[src/rtl/display_decode_16b.sv]
// Debounced decoder for four active-low 7-segment hex digits into a 16-bit value.
// Optional DISPLAY_DECODE_DP_OUT_EN adds a dp[3:0] output latched at each commit.
module display_decode_16b #(
    parameter int STABLE_CYCLES = 4
) (
    input  logic        clk,
    input  logic        rst,
    input  logic [31:0] SEG_32,
    output logic [15:0] data,
    output logic        valid,
`ifdef DISPLAY_DECODE_DP_OUT_EN
    output logic [3:0]  dp,
`endif
    output logic [3:0]  err
);

    localparam logic [7:0] STABLE_C = 8'(STABLE_CYCLES);

    logic [31:0] sample_r;
    logic [7:0]  cnt_r;
    logic        commit_flag_r;
    logic        change_s;
    logic        commit_s;
    logic [15:0] data_next_s;
    logic [3:0]  err_next_s;
    logic [3:0]  dp_next_s;

    // Returns {legal, nibble} for a segment pattern; dp is not part of the input.
    function automatic logic [4:0] decode_glyph(input logic [6:0] g);
        logic [4:0] r;
        case (g)
            7'h40:   r = 5'h10;
            7'h79:   r = 5'h11;
            7'h24:   r = 5'h12;
            7'h30:   r = 5'h13;
            7'h19:   r = 5'h14;
            7'h12:   r = 5'h15;
            7'h02:   r = 5'h16;
            7'h78:   r = 5'h17;
            7'h00:   r = 5'h18;
            7'h10:   r = 5'h19;
            7'h08:   r = 5'h1A;
            7'h03:   r = 5'h1B;
            7'h46:   r = 5'h1C;
            7'h21:   r = 5'h1D;
            7'h06:   r = 5'h1E;
            7'h0E:   r = 5'h1F;
            default: r = 5'h00;
        endcase
        return r;
    endfunction

    // Stability detection: the count saturates, so it only ever steps into STABLE_C once per run.
    always_comb begin
        change_s = (SEG_32 != sample_r);
        if (!change_s && (cnt_r == STABLE_C - 8'd1) && !commit_flag_r) begin
            commit_s = 1'b1;
        end else begin
            commit_s = 1'b0;
        end
    end

    // Per-digit decode of the held sample; illegal glyphs keep the old nibble.
    always_comb begin
        data_next_s = data;
        err_next_s  = 4'b0000;
        dp_next_s   = 4'b0000;
        for (int k = 0; k < 4; k++) begin
            logic [4:0] dec;
            dec = decode_glyph(sample_r[8*k +: 7]);
            dp_next_s[k] = ~sample_r[8*k + 7];
            if (dec[4]) begin
                data_next_s[4*k +: 4] = dec[3:0];
                err_next_s[k]         = 1'b0;
            end else begin
                err_next_s[k]         = 1'b1;
            end
        end
    end

    // Sample, count and commit registers.
    always_ff @(posedge clk) begin
        if (rst) begin
            sample_r      <= 32'hFFFF_FFFF;
            cnt_r         <= 8'd0;
            commit_flag_r <= 1'b0;
            data          <= 16'h0000;
            err           <= 4'b0000;
            valid         <= 1'b0;
`ifdef DISPLAY_DECODE_DP_OUT_EN
            dp            <= 4'b0000;
`endif
        end else begin
            sample_r <= SEG_32;
            valid    <= commit_s;
            if (change_s) begin
                cnt_r         <= 8'd0;
                commit_flag_r <= 1'b0;
            end else begin
                if (cnt_r != STABLE_C) begin
                    cnt_r <= cnt_r + 8'd1;
                end
                if (commit_s) begin
                    commit_flag_r <= 1'b1;
                end
            end
            if (commit_s) begin
                data <= data_next_s;
                err  <= err_next_s;
`ifdef DISPLAY_DECODE_DP_OUT_EN
                dp   <= dp_next_s;
`endif
            end
        end
    end

endmodule

[config.mk]
export PLATFORM = sky130hd
export DESIGN_NAME = display_decode_16b
export DESIGN_NICKNAME = d
export VERILOG_FILES = /design/src/rtl/display_decode_16b.sv
export SDC_FILE = /design/constraint.sdc
export NUM_CORES = 1
export LEC_CHECK = 0
export CAP_MARGIN = 20
export CORE_AREA = 2 2 96 89
export CTS_BUF_LIST = sky130_fd_sc_hd__clkbuf_4
export DETAILED_ROUTE_END_ITERATION = 7
export DIE_AREA = 0 0 98 91
export PLACE_DENSITY = 0.73
export SLEW_MARGIN = 15
export SYNTH_ARGS = -nofsm -noshare
export SYNTH_HDL_FRONTEND = slang
export SYNTH_SLANG_ARGS = --single-unit
[constraint.sdc]
create_clock -name clk -period 6 [get_ports clk]
set_input_delay 1.5 -clock clk [delete_from_list [all_inputs] [get_ports clk]]
set_output_delay 1.5 -clock clk [all_outputs]
set_load 0.02 [all_outputs]
Figure 1. Floorplan with the power grid (run 1).
(4 px per um) Pins as bars on the die edge.
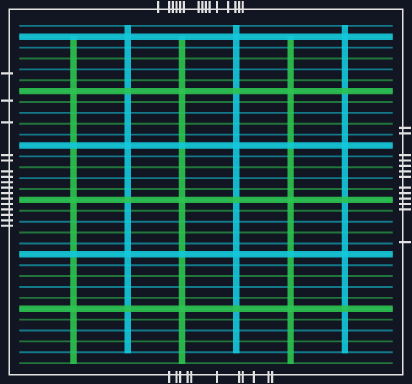
Key: cyan = VDD; green = VSS
6 straps on met5. The core has 31 rows. 6 straps on met4. 55 signal pins sit on the boundary.
Max VDD drop: 100 uV
Die W: 98 um
total core area: 0.00787 mm^2
Die H: 91 um

Figure 2. Placed cells, one color a class (run 1).
(3 px per um) Fill, decap, tap and diode cells in gray.
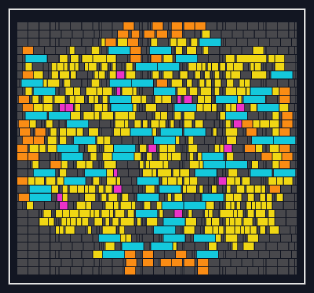
Key: cyan = registers [cells 62]; magenta = clock drivers and dummy loads [cells 16]; yellow = remaining logic cells [cells 347]; orange = remaining buffers and delay cells [cells 55]
fin area: 0.00434 mm^2
row count: 31
Seq/total area: 0.286
Finished Core Util: 0.551

Figure 3. Clock distribution (run 1).
(6 px per um)
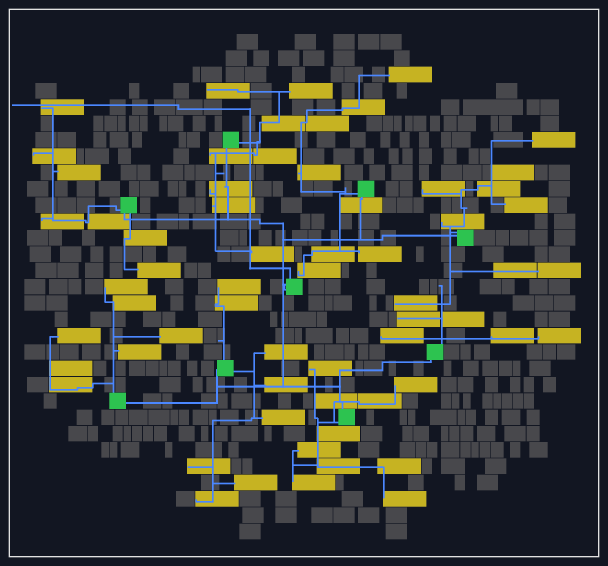
Key: blue = clock wires [length 770 um]; green = clock-net drivers [count 9]; yellow = flip-flops [count 62]
Position of the flops: widely spread. There are 10 routed clock nets.
worst clock skew: 0.0155 ns
clock share of power: 0.292
later-pin clock latency in the skew report: 0.42 ns
Clock Power: 230 uW

==> run 1: layout make-up <==
class	instances	area, um^2	area share
clock buffer	10	75.1	0.0173
clock inverter	6	28.8	0.00663
inverter	5	18.8	0.00432
multi-input combinational	342	2310	0.531
sequential	62	1240	0.286
tap	99	124	0.0285
timing repair buffer	55	548	0.126
==> run 1: metrics by stage <==
| stage | instances | hold slack (ns) | util | total power (uW) | instance area (um^2) |
|---|---|---|---|---|---|
| finish | 579 | 0.475 | 0.551 | 787 | 4340 |
| floorplan | 450 | 0.441 | - | 531 | 3850 |
| detailed placement | 563 | 0.461 | 0.538 | 566 | 4240 |
| global placement | 563 | 0.447 | 0.538 | 562 | 4240 |
| global route | 579 | 0.489 | 0.551 | 835 | 4340 |
| CTS | 579 | 0.473 | 0.551 | 797 | 4340 |
==> run 1: worst min-delay path by stage <==
stage,end,cells past startpoint,start,slack [ns]
2_1_floorplan,commit_flag_r$_SDFFE_PP0P_,1,commit_flag_r$_SDFFE_PP0P_,0.44
3_3_place_gp,err[2]$_SDFFE_PP0P_,2,err[2]$_SDFFE_PP0P_,0.45
3_5_place_dp,err[2]$_SDFFE_PP0P_,2,err[2]$_SDFFE_PP0P_,0.46
4_1_cts,err[2]$_SDFFE_PP0P_,2,err[2]$_SDFFE_PP0P_,0.47
5_1_grt,err[2]$_SDFFE_PP0P_,2,err[2]$_SDFFE_PP0P_,0.49
6_report,err[2]$_SDFFE_PP0P_,2,err[2]$_SDFFE_PP0P_,0.48
==> run 1: cells by family (layout without fill, tap and decap cells) <==
| group | Yosys count | count (layout) | share of synthesized area |
|---|---|---|---|
| simple gates | 192 | 192 | 0.297 |
| compound gates | 102 | 102 | 0.190 |
| xor+xnor | 43 | 43 | 0.0979 |
| mux | 2 | 2 | 0.00520 |
| buf+inv | 46 | 76 | 0.0783 |
| flops | 62 | 62 | 0.322 |
| fa+ha+maj | 3 | 3 | 0.00910 |
==> run 1: synthesized netlist by cell type (4+ instances only) <==
library cell	n	share of area
nand4_1	12	0.020
dfxtp_1	62	0.32
o21ai_0	18	0.023
nor4bb_1	4	0.010
clkbuf_1	12	0.012
nor3_1	13	0.017
a32o_1	4	0.010
clkbuf_8	5	0.018
xor2_1	5	0.011
nand2b_1	10	0.016
or2_2	34	0.055
buf_6	5	0.015
inv_1	5	0.0049
xnor2_1	38	0.086
nor2b_1	5	0.0081
nand2_1	23	0.022
buf_2	17	0.022
nor2_1	27	0.026
a211oi_1	8	0.016
nand3_1	12	0.016
nor4_1	7	0.011
nor3b_1	10	0.020
a21oi_1	30	0.039
o211ai_1	5	0.0098
and3_1	6	0.0098
==> run 1: sequential cells by signal, indices dropped and copies added (netlist names) <==
name	cells
commit_flag_r	1
cnt_r	8
valid	1
data	16
err	4
sample_r	32
==> run 1: worst max-delay path: stages <==
cell             delay [ns]
clkdlybuf4s50_1        0.44
xnor2_1                0.30
nand4_1                0.14
nor4_1                 0.40
and3_1                 0.67
nand2_1                0.21
a32o_1                 0.31
==> run 1: report_power, final <==
group	switching, uW	internal (uW)
combinational	38.3	59.0
sequential	36.8	423
clock	146	84.2
==> impl_metrics.env, run 1 <==
# physical design summary
export IMPL_outcome="complete, no violations"
export IMPL_floorplanUtilization=0.489
export IMPL_numCtsBuffers=9
export IMPL_overflow=0
export IMPL_drt_pass1_iterations=4
export IMPL_yosys_warnings=0
export IMPL_met1_length_mm=4.06
export IMPL_final_fill_count=751
export IMPL_synthArstFlopShare=0
export IMPL_grt_max_degree=50
export IMPL_synth_cell_types=76
export IMPL_remaining_drc_errors=0
export IMPL_avgSynthCellArea_um2=8.55
export IMPL_critPathRequiredTime_ns=6.31
export IMPL_rrSetupSlack_ns=3.22
export IMPL_rsz0062_at_grt="false"
export IMPL_dpl_worst_slack_ns=1.89
export IMPL_post_route_min_period_ns=3.67
export IMPL_slew_viol_final=0
export IMPL_grtUsageMet1=0.261
export IMPL_cts_hold_buf=0
export IMPL_ant_nets=0
export IMPL_cp_arrival_ns=3.98
export IMPL_clockRootBuffer="clkbuf_4"
export IMPL_fin_crit_sh=0.612
export IMPL_dp_hpwl_mm=6.30
export IMPL_reg2reg_depth=6
export IMPL_cts_resized=0
export IMPL_use_met2=0.335
export IMPL_wl_mm=8.75
export IMPL_fmax_ghz=0.272
export IMPL_fin_setup_tns_ns=0
export IMPL_drv_cap=0
export IMPL_post_route_worst_setup_slack_ns=2.33
export IMPL_avgViaCountPerCell=5.76
export IMPL_antenna_found_initial=0
export IMPL_numSynthFlops=62
export IMPL_cts_tree="done"
export IMPL_final_common_cell="dfxtp_1"
export IMPL_drive_gt1_frac=0.135
export IMPL_grt_first_pass_wirelength_mm=15.0
export IMPL_gp_congestion=0.856
export IMPL_yosys_cells=450
export IMPL_layout_top_cells_excl_fill_tap="dfxtp_1, clkdlybuf4s50_1, xnor2_1, or2_2, a21oi_1"
export IMPL_grt_usage=0.202
export IMPL_finalSetupViolCount=0
export IMPL_fp_nets=486
export IMPL_ys_seq_frac=0.322
export IMPL_clkSlewWorstSetupHoldPaths_ns=0.10
export IMPL_critPathCaptureType="register"
export IMPL_dr_total_vias=3336
export IMPL_syn_to_final_growth_pct=12.8
export IMPL_cts_sinks=62
export IMPL_syn_inst=450
export IMPL_met3_length_um=373
export IMPL_wire_per_inst_um=15.1
export IMPL_cts_path_max_buffers=2
export IMPL_leakage_uw=0.00142
export IMPL_met3_usage=0.0577
export IMPL_rr_startpoint="sample_r[6]$_SDFF_PP1_"
export IMPL_top_layer_used="met4"
## Run 2: what changed since run 1
clock period = 3.6 ns   (was 6 ns; I/O delays follow)
==> run 2 against run 1 <==
Clock skew is 0.0055 ns lower. Non-clock buffer count is 3 higher. Wire length is 2.4% lower. Global-route usage is 0.48 points lower. Worst hold slack worse by 0.0080 ns. Total power is 67% higher. Clock power is about 70% higher. Via count is 1.4% lower. Cell area is 0.63% higher. Largest cell class unchanged. Sequential power is 66% higher. Die area stayed put.
==> impl_metrics.env, run 2 <==
# physical design summary
export IMPL_critPathSlowestCell="clkdlybuf4s50_1"
export IMPL_wl_mm=8.53
export IMPL_critPathMaxStageDelay_ns=0.50
export IMPL_floorplanUtilization=0.489
export IMPL_outcome="complete, no violations"
export IMPL_seq_power_share=0.580
export IMPL_gp_congestion=0.834
export IMPL_dr_total_vias=3288
export IMPL_fin_setup_tns_ns=0
export IMPL_netlist_area_leader_share=0.322
export IMPL_dieHeight_um=91
export IMPL_post_route_min_period_ns=2.76
export IMPL_avgViaCountPerCell=5.65
export IMPL_drt_pass1_iterations=4
export IMPL_drive_gt1_frac=0.145
export IMPL_top_layer_used="met4"
export IMPL_fp_nets=486
export IMPL_power_share_combinational=0.123
export IMPL_fin_crit_sh=0.768
export IMPL_worstPathCellList="clkdlybuf4s50_1, xnor2_1, nand4_1, nor4_1, and3_1, buf_4, nand2_1, a32o_1"
export IMPL_cts_hold_buf=0
export IMPL_grt_first_pass_wirelength_mm=14.5
export IMPL_synth_top_cell_by_area="dfxtp_1"
export IMPL_path_buffers=2
export IMPL_antenna_found_initial=0
export IMPL_remaining_drc_errors=0
export IMPL_synth_cell_types=76
export IMPL_syn_to_final_growth_pct=13.5
export IMPL_pwr_share_clk=0.297
export IMPL_largest_reg_flops=32
export IMPL_p_int_uw=955
export IMPL_layout_top_cells_excl_fill_tap="dfxtp_1, clkdlybuf4s50_1, xnor2_1, or2_2, a21oi_1"
export IMPL_overflow=0
export IMPL_yosys_cells=450
export IMPL_dp_hpwl_mm=6.24
export IMPL_rsz0062_at_grt="false"
export IMPL_avgSynthCellArea_um2=8.55
export IMPL_htreeDepth=3
export IMPL_clkSlewWorstSetupHoldPaths_ns=0.10
export IMPL_most_common_cell="dfxtp_1"
export IMPL_clock_skew_ns=0.0100
export IMPL_numCtsBuffers=9
export IMPL_top_regs="sample_r: 32 flops, data: 16 flops, cnt_r: 8 flops"
export IMPL_slew_viol_final=0
export IMPL_n_antenna_cell=0
export IMPL_yosys_warnings=0
export IMPL_top_register="sample_r"
export IMPL_grt_max_degree=49
export IMPL_critPathCaptureType="register"
export IMPL_common_cells="dfxtp_1, xnor2_1, or2_2"
export IMPL_p_sw_frac=0.276
export IMPL_clock_latency_ns=0.40
export IMPL_ys_seq_frac=0.322
export IMPL_synth_area_mm2=0.00385
export IMPL_numSynthFlops=62
export IMPL_leakage_uw=0.00144
export IMPL_critical_path_top_delay_family="simple AND/OR/NAND/NOR gates"
export IMPL_die_width_um=98
export IMPL_cp_arrival_ns=3.06
export IMPL_cts_tree="done"
export IMPL_met3_length_um=430
export IMPL_cts_path_max_buffers=2
export IMPL_syn_inst=450
export IMPL_cts_sinks=62
export IMPL_grt_usage=0.197
export IMPL_p_switching_uw=363
export IMPL_synthArstFlopShare=0
export IMPL_clockRootBuffer="clkbuf_4"
export IMPL_synth_area_top_cells="dfxtp_1, xnor2_1, or2_2, a21oi_1, nor2_1"
export IMPL_fmax_ghz=0.362
## run 2: cell counts after synthesis
No cell type changed its count.
## run 2: stage by stage
stage	worst slack (ns)	hold slack [ns]	std cells	power (uW)	area, um^2
2_1_floorplan	1.31	0.441	450	885	3850
3_3_place_gp	0.478	0.447	566	936	4260
3_5_place_dp	0.426	0.454	566	942	4260
4_1_cts	0.879	0.469	582	1340	4370
5_1_grt	0.659	0.486	582	1400	4370
6_report	0.835	0.467	582	1320	4370
## run 2: worst min-delay path: stages, from the launching register on
cell and delay [ns]:
dfxtp_1 0.32, nand2_1 0.05, mux2i_1 0.05
## run 2: cell families (layout without fill, tap and decap cells)
group | after synthesis | in the layout | synth area share
AND/OR/NAND/NOR | 192 | 192 | 0.297
flip-flops | 62 | 62 | 0.322
AND-OR/OR-AND | 102 | 102 | 0.190
multiplexers | 2 | 2 | 0.00520
buffers and inverters | 46 | 79 | 0.0783
XOR/XNOR | 43 | 43 | 0.0979
adder cells (fa/ha/maj) | 3 | 3 | 0.00910
## run 2: layout make-up
cell class                      count  area (um^2)  area share
Clock buffer                       11         82.6      0.0189
Sequential cell                    62         1240       0.284
Inverter                            5         18.8     0.00430
Tap cell                           99          124      0.0284
Multi-Input combinational cell    342         2310       0.528
Timing Repair Buffer               58          571       0.131
Clock inverter                      5         26.3     0.00601
## run 2: final timing paths
kind	startpoint	endpoint	slack [ns]	depth (start not counted)
setup / recovery	SEG_32[2]	data[7]$_SDFFE_PP0P_	0.84	8
hold / removal	data[13]$_SDFFE_PP0P_	data[13]$_SDFFE_PP0P_	0.47	2
setup reg to reg	sample_r[6]$_SDFF_PP1_	data[7]$_SDFFE_PP0P_	1.14	7
hold reg to reg	data[13]$_SDFFE_PP0P_	data[13]$_SDFFE_PP0P_	0.47	2
## run 2: power by group through the flow
stage               registers (uW)  logic (uW)  clock network [uW]
CTS                            764         163                 412
floorplan                      732         153                   0
detailed placement             780         162                   0
global route                   772         179                 448
global placement               778         159                   0
finish                         765         161                 392
## run 2: per-layer routing
| layer | vias to the layer above | track usage |
|---|---|---|
| met1 | 1517 | 0.267 |
| met2 | 78 | 0.312 |
| li1 | 1683 | - |
| met4 | 0 | 0.0486 |
| met3 | 10 | 0.0523 |
| met5 | - | 0 |
Figure 4. Cell placement (run 2).
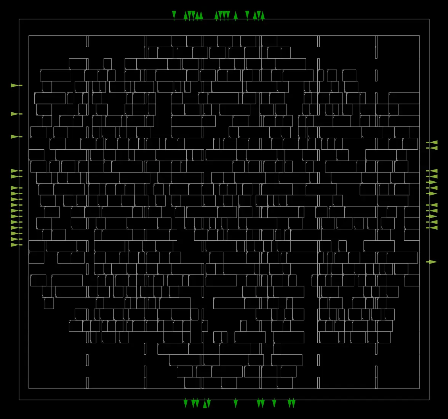
Filler cells: 728
Finished Core Util: 0.555
Seq/total area: 0.284
n_taps: 99
Non-Filler Instances: 582

Figure 5. Floorplan with the power grid (run 2).
(4 px per um) Pins as bars on the die edge.
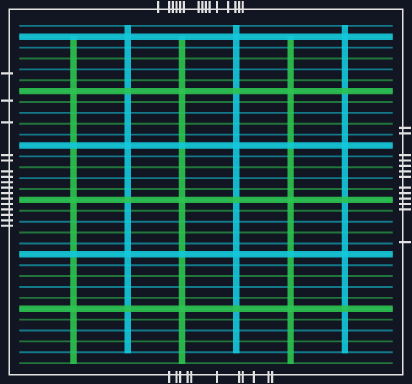
Key: cyan = VDD; green = VSS
The core has 31 rows. 6 straps on met5.
Max VDD drop: 175 uV

Power figures rest on the tool's default switching activity, not on a simulated workload.
